**src/rtl/seg7_scan_driver_if.sv**
```systemverilog
// Signal bundle between the display controller and seg7_scan_driver.
// The slave modport is the driver's view; master is the controller's.
interface seg7_scan_driver_if;
  logic        scan_clk;
  logic        blink_clk;
  logic        disp_en;
  logic [15:0] digits;
  logic [3:0]  blink_mask;
  logic [3:0]  dp_mask;
  logic [3:0]  an;
  logic [6:0]  seg;
  logic        dp;
  logic [1:0]  digit_idx;

  modport master (
    output scan_clk, blink_clk, disp_en, digits, blink_mask, dp_mask,
    input  an, seg, dp, digit_idx
  );

  modport slave (
    input  scan_clk, blink_clk, disp_en, digits, blink_mask, dp_mask,
    output an, seg, dp, digit_idx
  );
endinterface

```
**src/rtl/seg7_scan_driver.sv**
```systemverilog
// Four-digit seven-segment scan driver; slow scan/blink clocks are synchronized and sampled as data.
// Optional leading-zero blanking is enabled by defining SEG7_LZ_BLANK_EN. SYNC_STAGES: 2..4.
module seg7_scan_driver #(
  parameter int unsigned SYNC_STAGES    = 2,
  parameter int unsigned SEG_ACTIVE_LOW = 1
) (
  input logic                clk,
  input logic                rst_n,
  seg7_scan_driver_if.slave  bus
);

  typedef enum logic [1:0] {Dig0, Dig1, Dig2, Dig3} idx_e;

  // Internal logic is active-low; this flips every output for active-high boards.
  localparam logic Inv = (SEG_ACTIVE_LOW == 0);

  localparam logic [3:0] AnOff  = {4{~Inv}};
  localparam logic [6:0] SegOff = {7{~Inv}};
  localparam logic       DpOff  = ~Inv;

  logic [SYNC_STAGES-1:0] scan_sync_q;
  logic [SYNC_STAGES-1:0] blink_sync_q;
  logic                   scan_dly_q;
  logic                   scan_sync;
  logic                   blink_sync;
  logic                   scan_tick;

  idx_e idx_q, idx_d;

  logic [3:0] an_q, an_d;
  logic [6:0] seg_q, seg_d;
  logic       dp_q, dp_d;
  logic [1:0] digit_idx_q;

  logic [1:0] cur;
  logic [3:0] code;
  logic [6:0] glyph;
  logic       lz_blank;
  logic       blank;
  logic [3:0] an_lo;
  logic [6:0] seg_lo;
  logic       dp_lo;

  assign scan_sync  = scan_sync_q[SYNC_STAGES-1];
  assign blink_sync = blink_sync_q[SYNC_STAGES-1];
  assign scan_tick  = scan_sync & ~scan_dly_q;

  always_ff @(posedge clk or negedge rst_n) begin
    if (!rst_n) begin
      scan_sync_q  <= '0;
      blink_sync_q <= '0;
      scan_dly_q   <= 1'b0;
    end else begin
      scan_sync_q  <= {scan_sync_q[SYNC_STAGES-2:0], bus.scan_clk};
      blink_sync_q <= {blink_sync_q[SYNC_STAGES-2:0], bus.blink_clk};
      scan_dly_q   <= scan_sync;
    end
  end

  always_ff @(posedge clk or negedge rst_n) begin
    if (!rst_n) begin
      idx_q <= Dig0;
    end else begin
      idx_q <= idx_d;
    end
  end

  always_comb begin
    idx_d = idx_q;
    if (scan_tick) begin
      unique case (idx_q)
        Dig0:    idx_d = Dig1;
        Dig1:    idx_d = Dig2;
        Dig2:    idx_d = Dig3;
        Dig3:    idx_d = Dig0;
        default: idx_d = Dig0;
      endcase
    end
  end

  always_comb begin
    cur  = idx_q;
    code = bus.digits[{cur, 2'b00} +: 4];

    unique case (code)
      4'h0:    glyph = 7'h40;
      4'h1:    glyph = 7'h79;
      4'h2:    glyph = 7'h24;
      4'h3:    glyph = 7'h30;
      4'h4:    glyph = 7'h19;
      4'h5:    glyph = 7'h12;
      4'h6:    glyph = 7'h02;
      4'h7:    glyph = 7'h78;
      4'h8:    glyph = 7'h00;
      4'h9:    glyph = 7'h10;
      4'hA:    glyph = 7'h08;
      4'hB:    glyph = 7'h03;
      4'hC:    glyph = 7'h46;
      4'hD:    glyph = 7'h21;
      4'hE:    glyph = 7'h06;
      default: glyph = 7'h0E;
    endcase

`ifdef SEG7_LZ_BLANK_EN
    unique case (cur)
      2'd3:    lz_blank = (bus.digits[15:12] == 4'h0);
      2'd2:    lz_blank = (bus.digits[15:8] == 8'h00);
      2'd1:    lz_blank = (bus.digits[15:4] == 12'h000);
      default: lz_blank = 1'b0;
    endcase
`else
    lz_blank = 1'b0;
`endif

    blank  = ~bus.disp_en | lz_blank | (bus.blink_mask[cur] & blink_sync);
    an_lo  = blank ? 4'hF : ~(4'b0001 << cur);
    seg_lo = blank ? 7'h7F : glyph;
    dp_lo  = blank ? 1'b1 : ~bus.dp_mask[cur];

    an_d  = an_lo ^ {4{Inv}};
    seg_d = seg_lo ^ {7{Inv}};
    dp_d  = dp_lo ^ Inv;
  end

  // Registered outputs keep anode switching glitch-free.
  always_ff @(posedge clk or negedge rst_n) begin
    if (!rst_n) begin
      an_q        <= AnOff;
      seg_q       <= SegOff;
      dp_q        <= DpOff;
      digit_idx_q <= 2'd0;
    end else begin
      an_q        <= an_d;
      seg_q       <= seg_d;
      dp_q        <= dp_d;
      digit_idx_q <= idx_q;
    end
  end

  assign bus.an        = an_q;
  assign bus.seg       = seg_q;
  assign bus.dp        = dp_q;
  assign bus.digit_idx = digit_idx_q;

endmodule

```
**src/flat_wrapper.sv**
```systemverilog
// flat-port wrapper written by rule: the top's interface ports become plain ports
module seg7_scan_driver_flat 
#(
  parameter int unsigned SYNC_STAGES    = 2,
  parameter int unsigned SEG_ACTIVE_LOW = 1
)
  (clk, rst_n, bus_scan_clk, bus_blink_clk, bus_disp_en, bus_digits, bus_blink_mask, bus_dp_mask, bus_an, bus_seg, bus_dp, bus_digit_idx);
  seg7_scan_driver_if bus_i ();
  input logic clk;
  input logic rst_n;
  input wire logic [$bits(bus_i.scan_clk)-1:0] bus_scan_clk;
  input wire logic [$bits(bus_i.blink_clk)-1:0] bus_blink_clk;
  input wire logic [$bits(bus_i.disp_en)-1:0] bus_disp_en;
  input wire logic [$bits(bus_i.digits)-1:0] bus_digits;
  input wire logic [$bits(bus_i.blink_mask)-1:0] bus_blink_mask;
  input wire logic [$bits(bus_i.dp_mask)-1:0] bus_dp_mask;
  output wire logic [$bits(bus_i.an)-1:0] bus_an;
  output wire logic [$bits(bus_i.seg)-1:0] bus_seg;
  output wire logic [$bits(bus_i.dp)-1:0] bus_dp;
  output wire logic [$bits(bus_i.digit_idx)-1:0] bus_digit_idx;
  assign bus_i.scan_clk = bus_scan_clk;
  assign bus_i.blink_clk = bus_blink_clk;
  assign bus_i.disp_en = bus_disp_en;
  assign bus_i.digits = bus_digits;
  assign bus_i.blink_mask = bus_blink_mask;
  assign bus_i.dp_mask = bus_dp_mask;
  assign bus_an = bus_i.an;
  assign bus_seg = bus_i.seg;
  assign bus_dp = bus_i.dp;
  assign bus_digit_idx = bus_i.digit_idx;
  seg7_scan_driver #(.SYNC_STAGES(SYNC_STAGES), .SEG_ACTIVE_LOW(SEG_ACTIVE_LOW)) u_core (.clk(clk), .rst_n(rst_n), .bus(bus_i));
endmodule
```
**config.mk**
```make
export PLATFORM = sky130hd
export DESIGN_NAME = seg7_scan_driver_flat
export DESIGN_NICKNAME = d
export VERILOG_FILES = /design/src/rtl/seg7_scan_driver_if.sv /design/src/rtl/seg7_scan_driver.sv /design/src/flat_wrapper.sv
export SDC_FILE = /design/constraint.sdc
export NUM_CORES = 1
export LEC_CHECK = 0
export CAP_MARGIN = 40
export CORE_UTILIZATION = 45
export CTS_BUF_LIST = sky130_fd_sc_hd__clkbuf_2 sky130_fd_sc_hd__clkbuf_4 sky130_fd_sc_hd__clkbuf_8
export CTS_CLUSTER_DIAMETER = 40
export DETAILED_ROUTE_END_ITERATION = 12
export GPL_ROUTABILITY_DRIVEN = 0
export PLACE_DENSITY = 0.85
export RECOVER_POWER = 25
export SKIP_CTS_REPAIR_TIMING = 1
export SLEW_MARGIN = 15
export SYNTH_ARGS = -nofsm -noshare
export SYNTH_HDL_FRONTEND = slang
export SYNTH_SLANG_ARGS = --single-unit
```
**constraint.sdc**
```tcl
create_clock -name clk -period 3.8 [get_ports clk]
set_clock_uncertainty 0.1 [all_clocks]
set_input_delay 0.38 -clock clk [delete_from_list [all_inputs] [get_ports clk]]
set_output_delay 0.38 -clock clk [all_outputs]
set_load 0.01 [all_outputs]
```
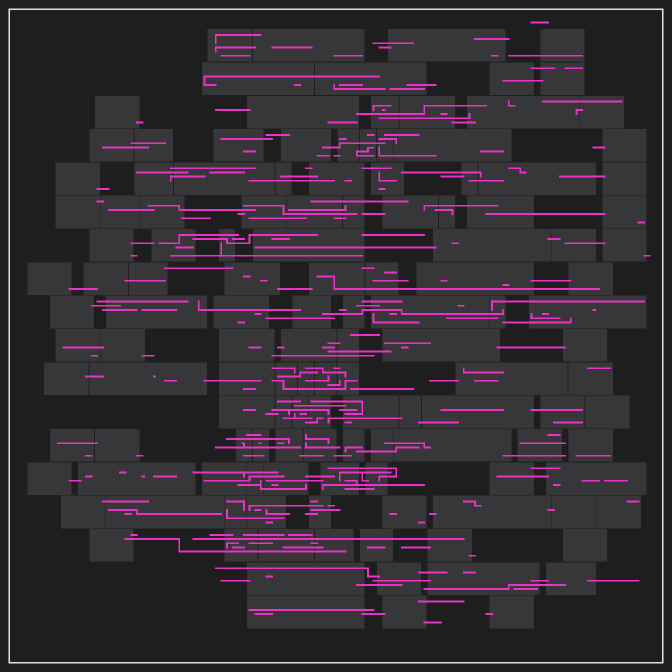
run_1/m1.png
Cells faint in the background.
share of all routed wire: 40%
nets with wire on the layer: 136
main direction: horizontal
wire length on this layer: 860 µm
DR vias: 856
DRT Wirelength: 2150 µm
met1 Use GR: 17.9%

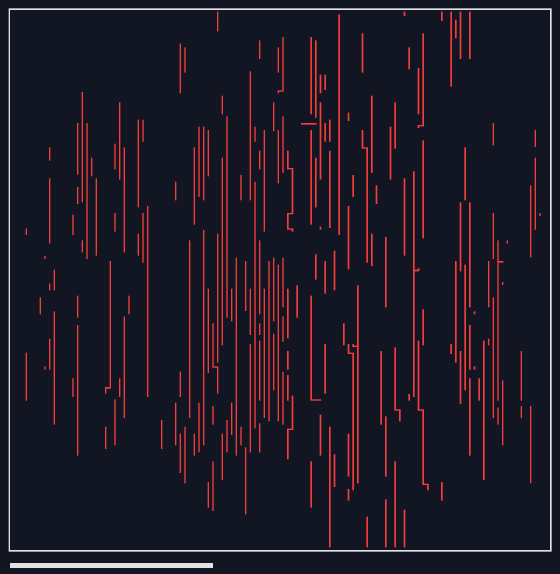
run_1/m2.png
The bar under the picture is 20 µm long.
nets with wire on the layer: 146
longest straight run: 24.1 µm
share of all routed wire: 52%
wire length on this layer: 1110 µm
main direction: vertical
M2 GR Usage: 32.1%

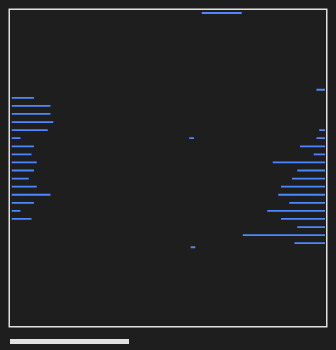
run_1/m3.png
The bar under the picture is 20 µm long.
share of all routed wire: 7.3%
longest straight run: 13.6 µm
met3 GRT Util: 1.44%

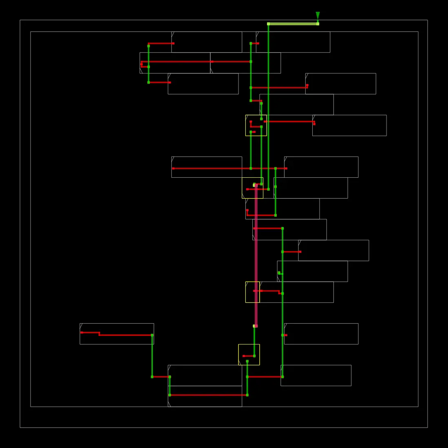
run_1/clock_nets.png
Num Clock Sinks: 21
CTS Buf Count: 3

run 1: power by group:
| group | internal, mW | switching (mW) |
|---|---|---|
| clock | 0.0393 | 0.0645 |
| combinational | 0.280 | 0.253 |
| sequential | 0.318 | 0.0536 |
| total | 0.637 | 0.371 |
run 1: final cells by class:
type / count / area (µm²) / share of cell area, %
timing repair buffer: 43 / 435 / 26.5
clock buffer: 3 / 22.5 / 1.37
inverter: 5 / 23.8 / 1.44
clock inverter: 1 / 5.00 / 0.304
sequential: 21 / 541 / 32.9
multi-input combinational: 60 / 581 / 35.3
tap: 30 / 37.5 / 2.28
run 1: synthesized netlist by cell type (2+ instances only):
master,instances
dfstp_2,12
ha_1,11
dfrtp_1,9
nand2_1,6
nand3_1,6
mux2i_1,5
xor2_1,4
inv_1,3
mux4_1,3
mux4_2,3
nor2_1,3
nor3_1,3
buf_6,2
mux2_2,2
o21ai_0,2
run 1: layer usage:
layer	vias up	share of wire, %	global-route usage, %
met1	406	40	17.9
met2	36	52	32.1
li1	412	-	-
met5	-	0	0
met4	0	0.84	7.89
met3	2	7.3	1.44
run 1: worst reg2reg max path, cell delays in order, from the launching register on:
cell and delay (ps):
dfrtp_1 620, mux4_1 710, inv_1 170, ha_1 270, nor2b_1 120, a211oi_1 50
o21ai_1 130
run 1: metrics by stage:
step                util (%)  instances
finish                  66.4        163
detailed placement      64.7        158
global route            66.4        163
floorplan                  -         90
CTS                     65.8        162
global placement        64.7        158
run 1: final timing paths:
kind | endpoint | cells past startpoint
max | u_core.bus.seg[3] | 6
min | u_core.scan_sync_q[1] | 0
max reg2reg | u_core.bus.seg[3] | 6
min reg2reg | u_core.scan_sync_q[1] | 0
max in group asynchronous | u_core.bus.seg[1] | 2
min in group asynchronous | u_core.bus.digit_idx[1] | 1
run 1: kinds of logic after synthesis:
group	after synthesis
AOI/OAI and AO/OA	11
adders and majority gates	11
and+or+nand+nor	21
buffers and inverters	9
xor gates and xnor gates	4
DFF	21
muxes	13
run 1: state kept, by name (all words and copies together), names as in the netlist:
register / count
u_core.bus.an: 4
u_core.cur: 2
u_core.scan_sync_q: 2
u_core.scan_dly_q: 1
u_core.bus.dp: 1
u_core.bus.digit_idx: 2
u_core.blink_sync_q: 2
u_core.bus.seg: 7
==> impl_metrics.csv, run 1 <==
group,metric,value,unit
status,status,"completed",
clock_tree,clk_latency,300,ps
grt,antenna_found_initial,0,
final_timing,slew_viol_final,0,
critical_path,crit_start,"u_core.cur[0]",
pwr,vdd_ir_drop_max,0.000363,V
die,die-width,53.2,µm
final_timing,final_hold_viol_count,0,
cells_and_area,fin_nets,174,
final_timing,fin_hold_ws,262,ps
synthesis,mux_share,18.6,%
final_timing,rsz0062_at_grt,"no",
pwr,cellLeakagePower,0.687,nW
placed_design,place_area,1600,µm²
critical_path,worstSetupEndpointType,"flop",
final_timing,setup_viol,0,
cells_and_area,syn_to_final_growth,39.4,%
synthesis,syn-num-nets,130,
critical_path,crit_slowest_cell,"mux4_1",
clock_tree,path_clk_slew,110,ps
final_timing,fin_crit,2240,ps
cells_and_area,diodes,0,
clock_tree,cts_tree,"built",
synthesis,synth_cell_types,31,
synthesis,netlist_logic_family_top,"multiplexers",
pwr,p_total,1.01,mW
die,ios,43,
cells_and_area,n_fill_cell,198,
synthesis,ys_sh_simple,8.48,%
worst_hold_path,min_from,"u_core.scan_sync_q[0]",
synthesis,synth_flops,21,
critical_path,critPathArrivalTime,2380,ps
synthesis,ys_area,1180,µm²
critical_path,critical-path-top-delay-family,"multiplexers",
cells_and_area,post-route-cell-area,1650,µm²
cells_and_area,drive_above_1_share,20.3,%
run,warnings,35,
cells_and_area,layout_top_cell,"clkdlybuf4s50_1",
critical_path,startpoint_type,"flop",
final_timing,tightest_slew,566,ps
routing,drc,0,
critical_path,r2r-start,"u_core.cur[0]",
final_timing,setup_ws,1560,ps
grt,overflow,0,
final_timing,relSlewSlack,62.1,%
synthesis,synthAdderAreaFrac,11.7,%
synthesis,synth.area.top_cells,"dfstp_2 27%, dfrtp_1 19%, ha_1 12%",
routing,drt-pass1-iter-count,4,
cells_and_area,final_cell_mix,"39 x clkdlybuf4s50_1, 12 x dfstp_2, 11 x ha_1, 9 x dfrtp_1",
synthesis,xor_share,2.97,%
critical_path,path_max_fanout,9,
die,fp.coreArea,2480,µm²
routing,ant_nets,0,
worst_hold_path,min_path_type,"reg -> reg",
die,die_h,53.2,µm
run,cap_violations,0,
grt,grt_use_total,16.7,%
clock_tree,clockBufferDepth,2,
critical_path,worstPathRequired,3940,ps
synthesis,synthCells,90,
critical_path,path_buffers,1,
routing,vias_per_cell,5.25,
die,floorplan.rows,18,
final_timing,fmax,446,MHz
clock_tree,cts_root_buffer,"clkbuf_4",
synthesis,synth_warnings,0,
synthesis,largest_area_cell,"dfstp_2",
grt,grt_max_degree,22,
synthesis,yosysTopAreaCellShare,26.7,%
placed_design,io_buffers,42,
routing,wl_per_cell,13.2,µm
synthesis,ys_sh_aoi,7.53,%
die,initial_core_util,47.6,%
run_1/route_heat.png
The bar under the picture is 20 µm long. The die is cut into 11 by 11 equal tiles; dark purple is low, yellow is high, scaled to the fullest tile. Values are wire area over tile area, all layers added.
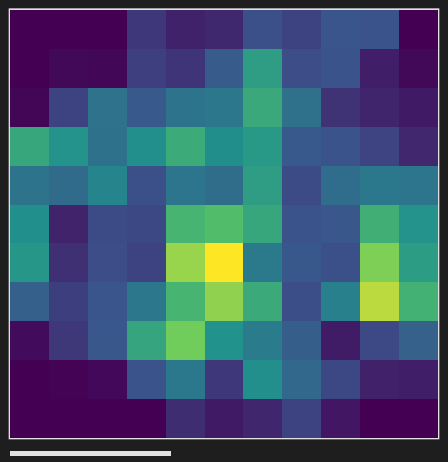

--- run 2 (diff from run 1) ---
==> constraint.sdc (replaced) <==
create_clock -name clk -period 2.23 [get_ports clk]
set_clock_uncertainty 0.1 [all_clocks]
set_input_delay 0.223 -clock clk [delete_from_list [all_inputs] [get_ports clk]]
set_output_delay 0.223 -clock clk [all_outputs]
set_load 0.01 [all_outputs]
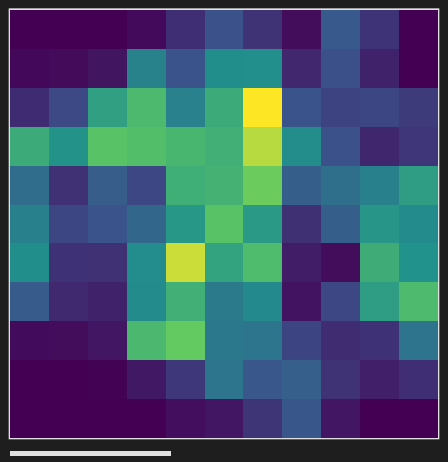
run_2/route_heat.png
The bar under the picture is 20 µm long. The die is cut into 11 by 11 equal tiles; dark purple is low, yellow is high, scaled to the fullest tile. Values are wire area over tile area, all layers added.
tiles over half the peak: 24%
emptiest ninth of the die: lower left
fullest tile: 0.43
nearly empty tiles: 12%
densest ninth of the die: center
gr usage total: 18.5%
DRT Wirelength: 2280 µm
DR vias: 877

==> run 2 against run 1 <==
Via count is 2.5% higher. Synthesized cell count stayed put. Fmax is 9.0% higher. Largest cell class unchanged. Highest routed layer unchanged. Area after synthesis stayed put. Utilization is 0.45 points higher. Critical endpoint unchanged. Register-to-register slack worse by 1400 ps.
==> impl_metrics.csv, run 2 <==
group,metric,value,unit
status,status,"completed",
routing,vias_per_cell,5.28,
run,cap_violations,0,
final_timing,fmax,486,MHz
clock_tree,cts_made_buffers,3,
synthesis,largest_area_cell,"dfstp_2",
final_timing,fin_hold_ws,258,ps
pwr,vdd_ir_drop_max,0.000668,V
grt,grt_pass1_wl,3660,µm
critical_path,crit_slowest_cell,"mux4_1",
clock_tree,clockBufferDepth,2,
clock_tree,cts_num_sinks,21,
clock_tree,cts_tree,"built",
synthesis,ys_cells,90,
synthesis,yosys.cell_count.top_type,"dfstp_2",
cells_and_area,layout_top_cell,"clkdlybuf4s50_1",
die,die_h,53.2,µm
final_timing,fin_crit,2060,ps
routing,drt-pass1-iter-count,4,
cells_and_area,n_fill_cell,202,
pwr,cellPowerDensity,1060,nW/µm²
critical_path,path_max_fanout,5,
final_timing,rsz0062_at_grt,"no",
final_timing,fin_crit_sh,92.3,%
die,dieArea,2830,µm²
synthesis,syn_area,1180,µm²
cells_and_area,drive_above_1_share,21.3,%
run,warnings,35,
placed_design,io_buffers,42,
routing,drc,0,
critical_path,worstPathRequired,2360,ps
placed_design,dp_slack,76.6,ps
synthesis,syn-num-nets,130,
final_timing,relSlewSlack,32.3,%
synthesis,yosys-top-cells-count,"12 x dfstp_2, 11 x ha_1, 9 x dfrtp_1",
cells_and_area,final_cell_mix,"39 x clkdlybuf4s50_1, 12 x dfstp_2, 11 x ha_1, 9 x dfrtp_1",
critical_path,worstSetupEndpointType,"flop",
grt,antenna_found_initial,0,
die,ios,43,
die,initial_core_util,47.6,%
cells_and_area,syn_to_final_growth,40.4,%
synthesis,synth_warnings,0,
placed_design,dp_hpwl,1890,µm
critical_path,critPathMaxStageDelay,680,ps
grt,overflow,0,
cells_and_area,fin_nets,177,
final_timing,setup_viol,0,
synthesis,yosysTopAreaCellShare,26.7,%
critical_path,critPathArrivalTime,2190,ps
final_timing,final_hold_viol_count,0,
worst_hold_path,min_path_type,"reg -> reg",
synthesis,synth.area.top_cells,"dfstp_2 27%, dfrtp_1 19%, ha_1 12%",
synthesis,ys_area,1180,µm²
final_timing,setup_ws,172,ps
routing,ant_nets,0,
clock_tree,cts_root_buffer,"clkbuf_4",
cells_and_area,largest_register_ffs,7,
final_timing,tightest_slew,1020,ps
synthesis,edf_count,0,
synthesis,async_flop_share,100,%
routing,drt-initial-drc-count,13,
synthesis,synth_flops,21,
final_timing,slew_viol_final,0,
critical_path,path_class,"reg -> reg",
placed_design,place_area,1630,µm²
critical_path,startpoint_type,"flop",
clock_tree,htree_levels,1,
die,floorplan.rows,18,
synthesis,synth_cell_types,31,
synthesis,avgSynthCellArea,13.1,µm²
synthesis,synthCells,90,
cells_and_area,post-route-cell-area,1660,µm²
final_timing,setup_tns,0,ps
pwr,p_total,1.76,mW
die,die-width,53.2,µm
die,fp.coreArea,2480,µm²
clock_tree,clk_latency,300,ps
clock_tree,path_clk_slew,120,ps
cells_and_area,diodes,0,
synthesis,seq_area_frac_synth,45.8,%
grt,first_global_vias,837,
critical_path,worstPathCellList,"mux4_1 -> inv_1 -> ha_1 -> nor2b_1 -> a211oi_1 -> o21ai_1",
synthesis,yosys_most_used_dff,"dfstp_2",
grt,grt_max_degree,22,
pwr,cellLeakagePower,0.695,nW
routing,wl_per_cell,13.7,µm
-- run 2: cell counts after synthesis --
Identical to the previous run, type by type.
-- run 2: logic make-up (layout without fill, tap and decap cells) --
logic type / after synthesis / count (layout) / share of synthesized area (%)
adders and majority gates: 11 / 11 / 11.7
muxes: 13 / 13 / 18.6
xor gates and xnor gates: 4 / 4 / 2.97
and+or+nand+nor: 21 / 21 / 8.48
buffers and inverters: 9 / 55 / 4.98
DFF: 21 / 21 / 45.8
AOI/OAI and AO/OA: 11 / 11 / 7.53
-- run 2: layout make-up --
cell class	count	area, µm²	area share [%]
Clock inverter	1	5.00	0.302
Inverter	5	23.8	1.44
Clock buffer	3	22.5	1.36
Timing Repair Buffer	46	447	27.0
Tap cell	30	37.5	2.27
Multi-Input combinational cell	60	581	35.0
Sequential cell	21	541	32.6
-- run 2: critical path, delay by kind of cell (launching register included) --
family	cells	cell delay, ps
muxes	1	680
DFF	1	440
and+or+nand+nor	1	120
buffers and inverters	1	180
adders and majority gates	1	270
AOI/OAI and AO/OA	2	190
-- run 2: stage by stage --
stage,instances,utilization [%]
5_1_grt,166,66.9
6_report,166,66.9
3_5_place_dp,162,65.9
2_1_floorplan,90,-
4_1_cts,166,67.0
3_3_place_gp,162,65.9
-- run 2: layer usage --
metal	routed length, µm	up-vias	track usage (%)
met5	0	-	0
met4	20	0	7.89
met3	169	3	3.45
met2	1170	41	34.4
met1	917	417	20.1
li1	-	416	-
-- run 2: report_power, final --
| part | total, mW | switching [mW] | leakage [nW] | internal, mW |
|---|---|---|---|---|
| Combinational | 0.985 | 0.487 | 0.447 | 0.498 |
| Sequential | 0.600 | 0.0590 | 0.231 | 0.541 |
| Clock | 0.175 | 0.109 | 0.0177 | 0.0669 |
-- run 2: worst paths after layout --
check | endpoint | slack [ps] | cells after the start | startpoint
setup / recovery | u_core.bus.seg[3] | 170 | 6 | u_core.cur[0]
hold / removal | u_core.blink_sync_q[1] | 260 | 0 | u_core.blink_sync_q[0]
setup reg to reg | u_core.bus.seg[3] | 170 | 6 | u_core.cur[0]
hold reg to reg | u_core.blink_sync_q[1] | 260 | 0 | u_core.blink_sync_q[0]
max in group asynchronous | u_core.blink_sync_q[0] | 920 | 2 | rst_n
min in group asynchronous | u_core.scan_dly_q | 490 | 2 | rst_n
No activity file was given, so power comes from the tool's default toggle rates.
